Design mult_job_issuer_flat, sky130hd; sources not shown.
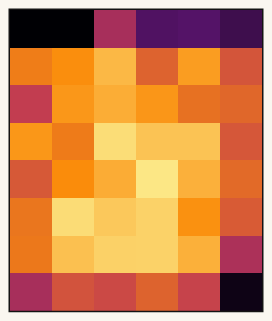
(run_1/density.png)
Scale: 4 px per um. 6 x 8 tiles, from black (low) to pale yellow (high), 0 to 100% covered.
- mean over tiles: 65%
- tiles over 75% full: 46%
- emptiest ninth of the die: upper left
- densest ninth of the die: center
- nearly empty tiles: 4.2%
floorplan core area: 4262 sq um
Post-Route Utilization: 0.7363
Core Util at FP: 0.5658

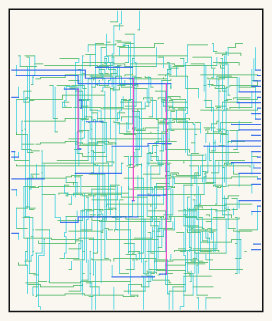
(run_1/metal_stack.png)
Scale: 4 px per um.
- blue: met3 (wire length 265 um)
- cyan: met2 (wire length 2240 um)
- green: met1 (wire length 1810 um)
- magenta: met4 (wire length 93.2 um)
average wire per cell in the routed design: 14.35 um
routed vias: 1619
Global Route Usage Sum: 0.2096
overall routed net length: 4406 um

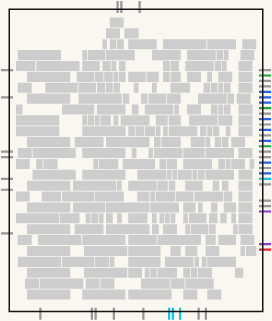
(run_1/pins.png)
Scale: 4 px per um. Pins as bars across the die edge, other pins in gray.
- cyan: `bus_mul_a` (pins 4; direction output; edge 3 bottom, 1 right)
- green: `bus_dbg_count` (pins 3; direction output; edge right)
- red: `bus_err` (pins 1; direction output; edge right)
- purple: `bus_dbg_state` (pins 2; direction output; edge right)
- blue: `bus_mul_z` (pins 8; direction input; edge right)
- all pins by edge: 27 right, 10 bottom, 7 left, 3 top
die outline width: 63 um
Vert. Die Dim: 75.20 um

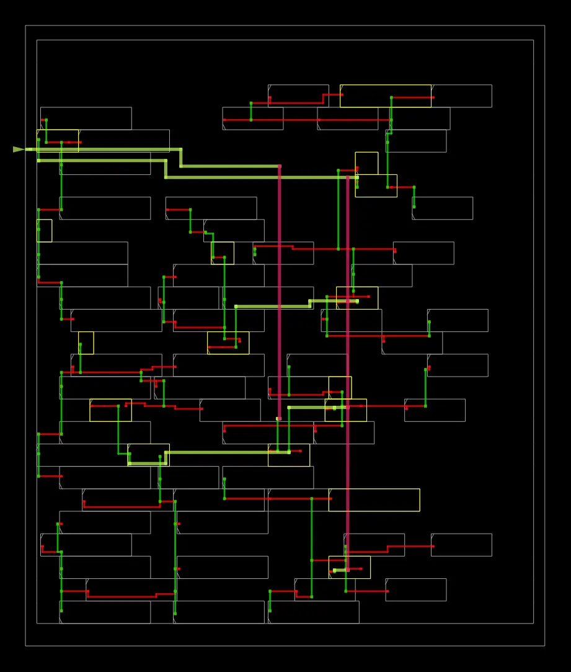
(run_1/final_clocks.png)
clock buffer count: 9
Seq Cell Count: 59
clk pwr: 429 uW
CTS buffer count: 9

==> results.yml, run 1 <==
# synthesis and place-and-route metrics
flow_run:
  drv_cap: 0
  warnings: 33
synth:
  synth-seq-cells: 59
  yosysCellCount: 191
  synth.largest_area_cell: "edfxtp_1"
  unique_cell_types: 32
  synth-compound-area-share: 0.07213
  adder_share: 0.06020
  avgSynthCellArea_sq_um: 12.62
  synth.cellmix.xorXnorShare: 0.01090
  enable_flop_cells: 32
  mapped_area_sq_um: 2411
  synth.cellmix.simpleShare: 0.1142
  ys_top_cells_by_area: "edfxtp_1, dfxtp_1, mux4_2, ha_1, a21oi_1"
  muxShareOfSynthArea: 0.07888
  postSynthCellCount: 191
  synth.yosys.chip_area_sq_um: 2411
  postSynth.topFlopCell: "edfxtp_1"
  postSynthNetCount: 223
  ys_seq_share: 0.6227
  top_cell_area_share: 0.3985
clock_tree:
  clock_tree_from_tritoncts: "done"
  hold_buffers: 0
  clock_latency_ns: 0.34
  numClockSinks: 59
  post-cts-setup-buffers: 0
  cts.repair.resized: 0
  max-clock-path-buffers: 2
  clkTransAtPathRegs_ns: 0.07
setup_path:
  crit_fanout: 5
  count_of_cells_along_the_worst_register_to_register_path: 11
  startpoint_type: "flop"
  worst_setup_path_end_kind: "primary output"
  timing.setup.critical_path_class: "reg2out"
  reg2reg_setup_slack_ns: 2.95
  timing.critical_path.required_ns: 4.00
sta:
  worst_slew_margin_rel: 0.6609
  setup_violations: 0
  tightest_slew_ns: 0.5086
  final-hold-violation-count: 0
  grt_setup_unrepaired: "no"
  achievable-frequency_mhz: 281.2
  final-max-slew-violation-count: 0
  fin_setup_tns_ns: 0
  final_min_period_over_clock_period: 0.6585
detailed_routing:
  drt_drc_violations_left: 0
  route.antenna.remaining_nets: 0
  initialDrtViolationCount: 60
  drt_pass1_iterations: 4
  per_cell_via_count_in_the_routed_design: 5.274
placement:
  portBuffers: 44
  detailed_place_hpwl_um: 3004
  place.detailed.instances: 291
  post_dp_cell_area_sq_um: 2922
power_and_ir_drop:
  cellPowerDensity_nw_per_um2: 516.7
  peakVddDrop_uv: 290.8
  clock_share_of_power: 0.265
  intPower_uw: 1073
  power.leakage_uw: 0.001134
  power.share.sequential: 0.369
  comb_power_share: 0.367
  power.share.switching: 0.3384
run_status:
  status: "finished, final reports clean"
finish:
  layoutNonFillerInstCount: 307
  n_fill_cell: 307
  area_growth_pct: 30.15
  layout.area.comb_sq_um: 814.5
  lay_top_count: "clkdlybuf4s50_1"
  most_frequent_logic_cells_in_the_routed_design: "clkdlybuf4s50_1, edfxtp_1, nand2_1, dfxtp_1, a21oi_1"
  nets: 278
  post_route_cells_drive_above_1_share: 0.1355
  n_antenna_cell: 0
die:
  core.rowCount: 26
  design.die.area_sq_um: 4738
  design.portCount: 47
grt:
  grt_max_degree: 12
  wire_length_of_the_first_global_routing_pass_um: 7113
  antenna_found_initial: 0
  first_global_vias: 1588
worst_hold_path:
  holdPathStages: 2
==> run 1: kinds of logic (layout without fill, tap and decap cells) <==
kind of cell / after synthesis / after routing
AOI/OAI and AO/OA: 31 / 31
adders and majority gates: 11 / 11
muxes: 9 / 9
and+or+nand+nor: 56 / 56
other: 1 / 1
DFF: 59 / 59
buffers and inverters: 21 / 81
xor gates and xnor gates: 3 / 3
==> run 1: cells in the mapped netlist (2+ instances only) <==
cell	instances
xor2_1	2
nor2b_1	2
buf_2	3
ha_1	10
nand2_1	27
nand3_1	10
mux4_2	8
or3_1	2
a21oi_1	21
buf_4	3
inv_1	11
dfxtp_1	27
and3_1	4
o31a_1	2
edfxtp_1	32
nor2_1	5
o21ai_0	5
clkbuf_1	3
==> run 1: metrics by stage <==
stage | util | setup WS [ns] | power [uW] | hold WS (ns)
final | 0.7363 | 1.844 | 1621 | 0.4040
after global routing | 0.7363 | 1.709 | 1701 | 0.4190
after CTS | 0.7363 | 1.823 | 1631 | 0.4056
after detailed placement | 0.6856 | 1.958 | 1203 | 0.3963
after global placement | 0.6856 | 1.985 | 1187 | 0.3925
after floorplan | - | 2.651 | 1007 | 0.4337
==> run 1: layer usage <==
metal	vias up	global-route usage	routed length [um]
li1	789	-	-
met1	767	0.2206	1805
met2	55	0.3692	2243
met3	8	0.07273	264
met4	0	0.1214	93
met5	-	0	0
==> run 1: critical path, cell delays in order, from the launching register on <==
cell	delay, ns
dfxtp_1	0.36
inv_1	0.12
ha_1	0.18
nor4b_2	0.43
inv_1	0.11
clkdlybuf4s50_1	0.61
==> run 1: power groups by stage <==
stage	combinational, uW	sequential (uW)	clock (uW)
CTS	601	598	432
global placement	582	604	0
finish	594	598	429
global route	644	607	451
detailed placement	597	606	0
floorplan	321	687	0
==> run 1: cell type report <==
class | count | area share
multi-input combinational | 111 | 0.2596
tap | 56 | 0.02233
clock inverter | 7 | 0.02951
sequential | 59 | 0.4785
inverter | 11 | 0.01316
buffer | 10 | 0.01715
timing repair buffer | 44 | 0.1404
clock buffer | 9 | 0.03947
## Run 2: what changed since run 1
--- a/config.mk
+++ b/config.mk
@@ -6,12 +6,12 @@
 export NUM_CORES = 1
 export LEC_CHECK = 0
 export CORE_ASPECT_RATIO = 1.2
-export CORE_UTILIZATION = 54
+export CORE_UTILIZATION = 48
 export CTS_BUF_LIST = sky130_fd_sc_hd__clkbuf_4 sky130_fd_sc_hd__clkbuf_8
 export CTS_CLUSTER_SIZE = 10
 export DETAILED_ROUTE_END_ITERATION = 7
 export GPL_TIMING_DRIVEN = 0
-export PLACE_DENSITY = 0.83
+export PLACE_DENSITY = 0.78
 export SKIP_LAST_GASP = 1
 export SLEW_MARGIN = 20
 export SYNTH_ARGS = -nofsm -noshare
==> constraint.sdc (replaced) <==
create_clock -name clk -period 3.2 [get_ports clk]
set_clock_uncertainty 0.05 [all_clocks]
set_input_delay 0.8 -clock clk [delete_from_list [all_inputs] [get_ports clk]]
set_output_delay 0.8 -clock clk [all_outputs]
set_load 0.03 [all_outputs]
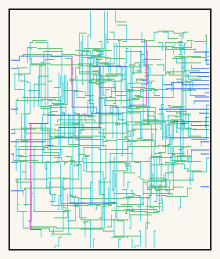
(run_2/metal_stack.png)
Scale: 3 px per um.
- magenta: met4 (wire length 93.8 um)
- blue: met3 (wire length 300 um)
- green: met1 (wire length 1830 um)
- cyan: met2 (wire length 2240 um)
Global Route Usage Sum: 0.1956
routed vias: 1587
overall routed net length: 4460 um

==> run 2 against run 1 <==
  * Area after synthesis is the same
  * Sequential cell count is the same
  * Global-route usage shrank 1.4 points
  * Sequential power grew 67%
  * Clock power grew 65%
  * Synthesized cell count is the same
==> results.yml, run 2 <==
# synthesis and place-and-route metrics
run_status:
  status: "finished, final reports clean"
power_and_ir_drop:
  peakVddDrop_uv: 549.7
  power.leakage_uw: 0.001140
  cellPowerDensity_nw_per_um2: 866.7
synth:
  yosys_warnings: 0
  synth.largest_area_cell: "edfxtp_1"
  postSynthNetCount: 223
  synth-seq-cells: 59
  synth_async_reset_ratio: 0
  top_cell: "edfxtp_1"
  yosysCellCount: 191
  avgSynthCellArea_sq_um: 12.62
  synth.yosys.chip_area_sq_um: 2411
  ys_seq_share: 0.6227
  enable_flop_cells: 32
  ys_top_cells_by_area: "edfxtp_1, dfxtp_1, mux4_2, ha_1, a21oi_1"
  postSynthCellCount: 191
  top_cell_area_share: 0.3985
  postSynth.topFlopCell: "edfxtp_1"
  unique_cell_types: 32
  mapped_area_sq_um: 2411
  yosys-top-cells-count: "edfxtp_1, dfxtp_1, nand2_1"
sta:
  worst_slew_margin_rel: 0.6278
  final_min_period_over_clock_period: 0.9308
  fin_setup_tns_ns: 0
  grt_setup_unrepaired: "no"
  setup_violations: 0
  finalWorstSetupSlack_ns: 0.2215
  timing.hold.ws_ns: 0.4018
  achievable-frequency_mhz: 335.7
  tightest_slew_ns: 0.5583
  final-hold-violation-count: 0
  min_period_ns: 2.979
  final-max-slew-violation-count: 0
finish:
  post_route_cells_drive_above_1_share: 0.1275
  lay_top_count: "clkdlybuf4s50_1"
  nets: 278
  area_growth_pct: 29.84
  n_antenna_cell: 0
  stdcell_area_sq_um: 3131
  most_frequent_logic_cells_in_the_routed_design: "clkdlybuf4s50_1, edfxtp_1, nand2_1, dfxtp_1, a21oi_1"
  layoutNonFillerInstCount: 309
setup_path:
  crit_arrival_ns: 2.13
  worst_setup_path_end_kind: "primary output"
  crit_fanout: 5
  timing.critical_path.required_ns: 2.35
  reg2reg_setup_slack_ns: 0.76
  timing.setup.critical_path_class: "reg2out"
  startpoint_type: "flop"
  count_of_cells_along_the_worst_register_to_register_path: 11
die:
  design.portCount: 47
  core_region_area_sq_um: 4696
  fp_util: 0.5135
  die_x_um: 66.70
  design.die.area_sq_um: 5312
  core.rowCount: 27
clock_tree:
  max-clock-path-buffers: 2
  hold_buffers: 0
  clock_latency_ns: 0.33
  cts.repair.resized: 0
  clock_tree_from_tritoncts: "done"
  clkTransAtPathRegs_ns: 0.07
  cts_buffer_count: 9
  numClockSinks: 59
  cts.htree.levels: 3
  cts_root_buf: "clkbuf_8"
  post-cts-setup-buffers: 0
grt:
  gr-total-overflow: 0
  antenna_found_initial: 0
  wire_length_of_the_first_global_routing_pass_um: 7251
  grt_max_degree: 11
  first_global_vias: 1534
placement:
  place.gp.congestion: 0.8331
  detailed_place_hpwl_um: 3019
  place.detailed.instances: 293
  dp_slack_ns: 0.2918
  post_dp_cell_area_sq_um: 2924
flow_run:
  warnings: 33
  drv_cap: 0
detailed_routing:
  route.antenna.remaining_nets: 0
  detail_route.wl_per_cell_um: 14.43
  per_cell_via_count_in_the_routed_design: 5.136
  drt_drc_violations_left: 0
  drt_pass1_iterations: 4
  initialDrtViolationCount: 51
worst_hold_path:
  timing.hold.worst.class: "reg2reg"
  holdPathStages: 2
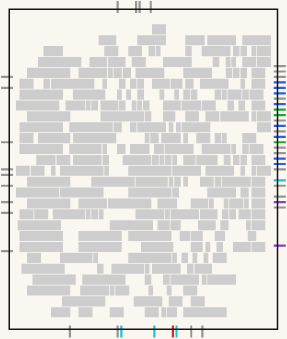
(run_2/pins.png)
Scale: 4 px per um. Pins as bars across the die edge, other pins in gray.
- cyan: `bus_mul_a` (pins 4; direction output; edge 3 bottom, 1 right)
- blue: `bus_mul_z` (pins 8; direction input; edge right)
- red: `bus_err` (pins 1; direction output; edge bottom)
- purple: `bus_dbg_state` (pins 2; direction output; edge right)
- green: `bus_dbg_count` (pins 3; direction output; edge right)
Vert. Die Dim: 79.64 um
number of I/O port buffers: 44

run 2: routing by layer:
layer  vias to the layer above  wire, um  global-route usage
met4                         0        93              0.1298
met3                         9       300             0.05571
li1                        787         -                   -
met2                        59      2239              0.3071
met5                         -         0                   0
met1                       732      1827              0.2297
run 2: layout make-up:
type / count / area, sq um
multi-input cells: 111 / 814.5
fillers: 370 / 1565
repair buffers: 44 / 440.4
flip-flops and latches: 59 / 1501
well taps: 58 / 72.57
clock buffers: 9 / 123.9
plain buffers: 10 / 53.80
inverters: 11 / 41.29
clock inverters: 7 / 82.58
run 2: cell families (layout without fill, tap and decap cells):
| logic type | after synthesis | in the layout | share of synthesized area |
|---|---|---|---|
| other | 1 | 1 | 0.001555 |
| and+or+nand+nor | 56 | 56 | 0.1142 |
| xor gates and xnor gates | 3 | 3 | 0.01090 |
| adders and majority gates | 11 | 11 | 0.06020 |
| muxes | 9 | 9 | 0.07888 |
| DFF | 59 | 59 | 0.6227 |
| AOI/OAI and AO/OA | 31 | 31 | 0.07213 |
| buffers and inverters | 21 | 81 | 0.03943 |
run 2: stage by stage:
stage	total power, uW	utilization
2_1_floorplan	1700	-
3_3_place_gp	2011	0.6227
3_5_place_dp	2031	0.6227
4_1_cts	2743	0.6667
5_1_grt	2877	0.6667
6_report	2713	0.6667
run 2: report_power, final:
group / switching (uW) / internal (uW) / leakage (uW)
Clock: 279 / 428 / 0.000108
Combinational: 551 / 451 / 0.000518
Sequential: 78.7 / 926 / 0.000514
run 2: worst max-delay path, cell delays in order (launching register included):
cell and delay [ns]:
dfxtp_1 0.36, inv_1 0.12, ha_1 0.18, nor4b_2 0.42, inv_1 0.11, clkdlybuf4s50_1 0.61
Power figures rest on the tool's default switching activity, not on a simulated workload.
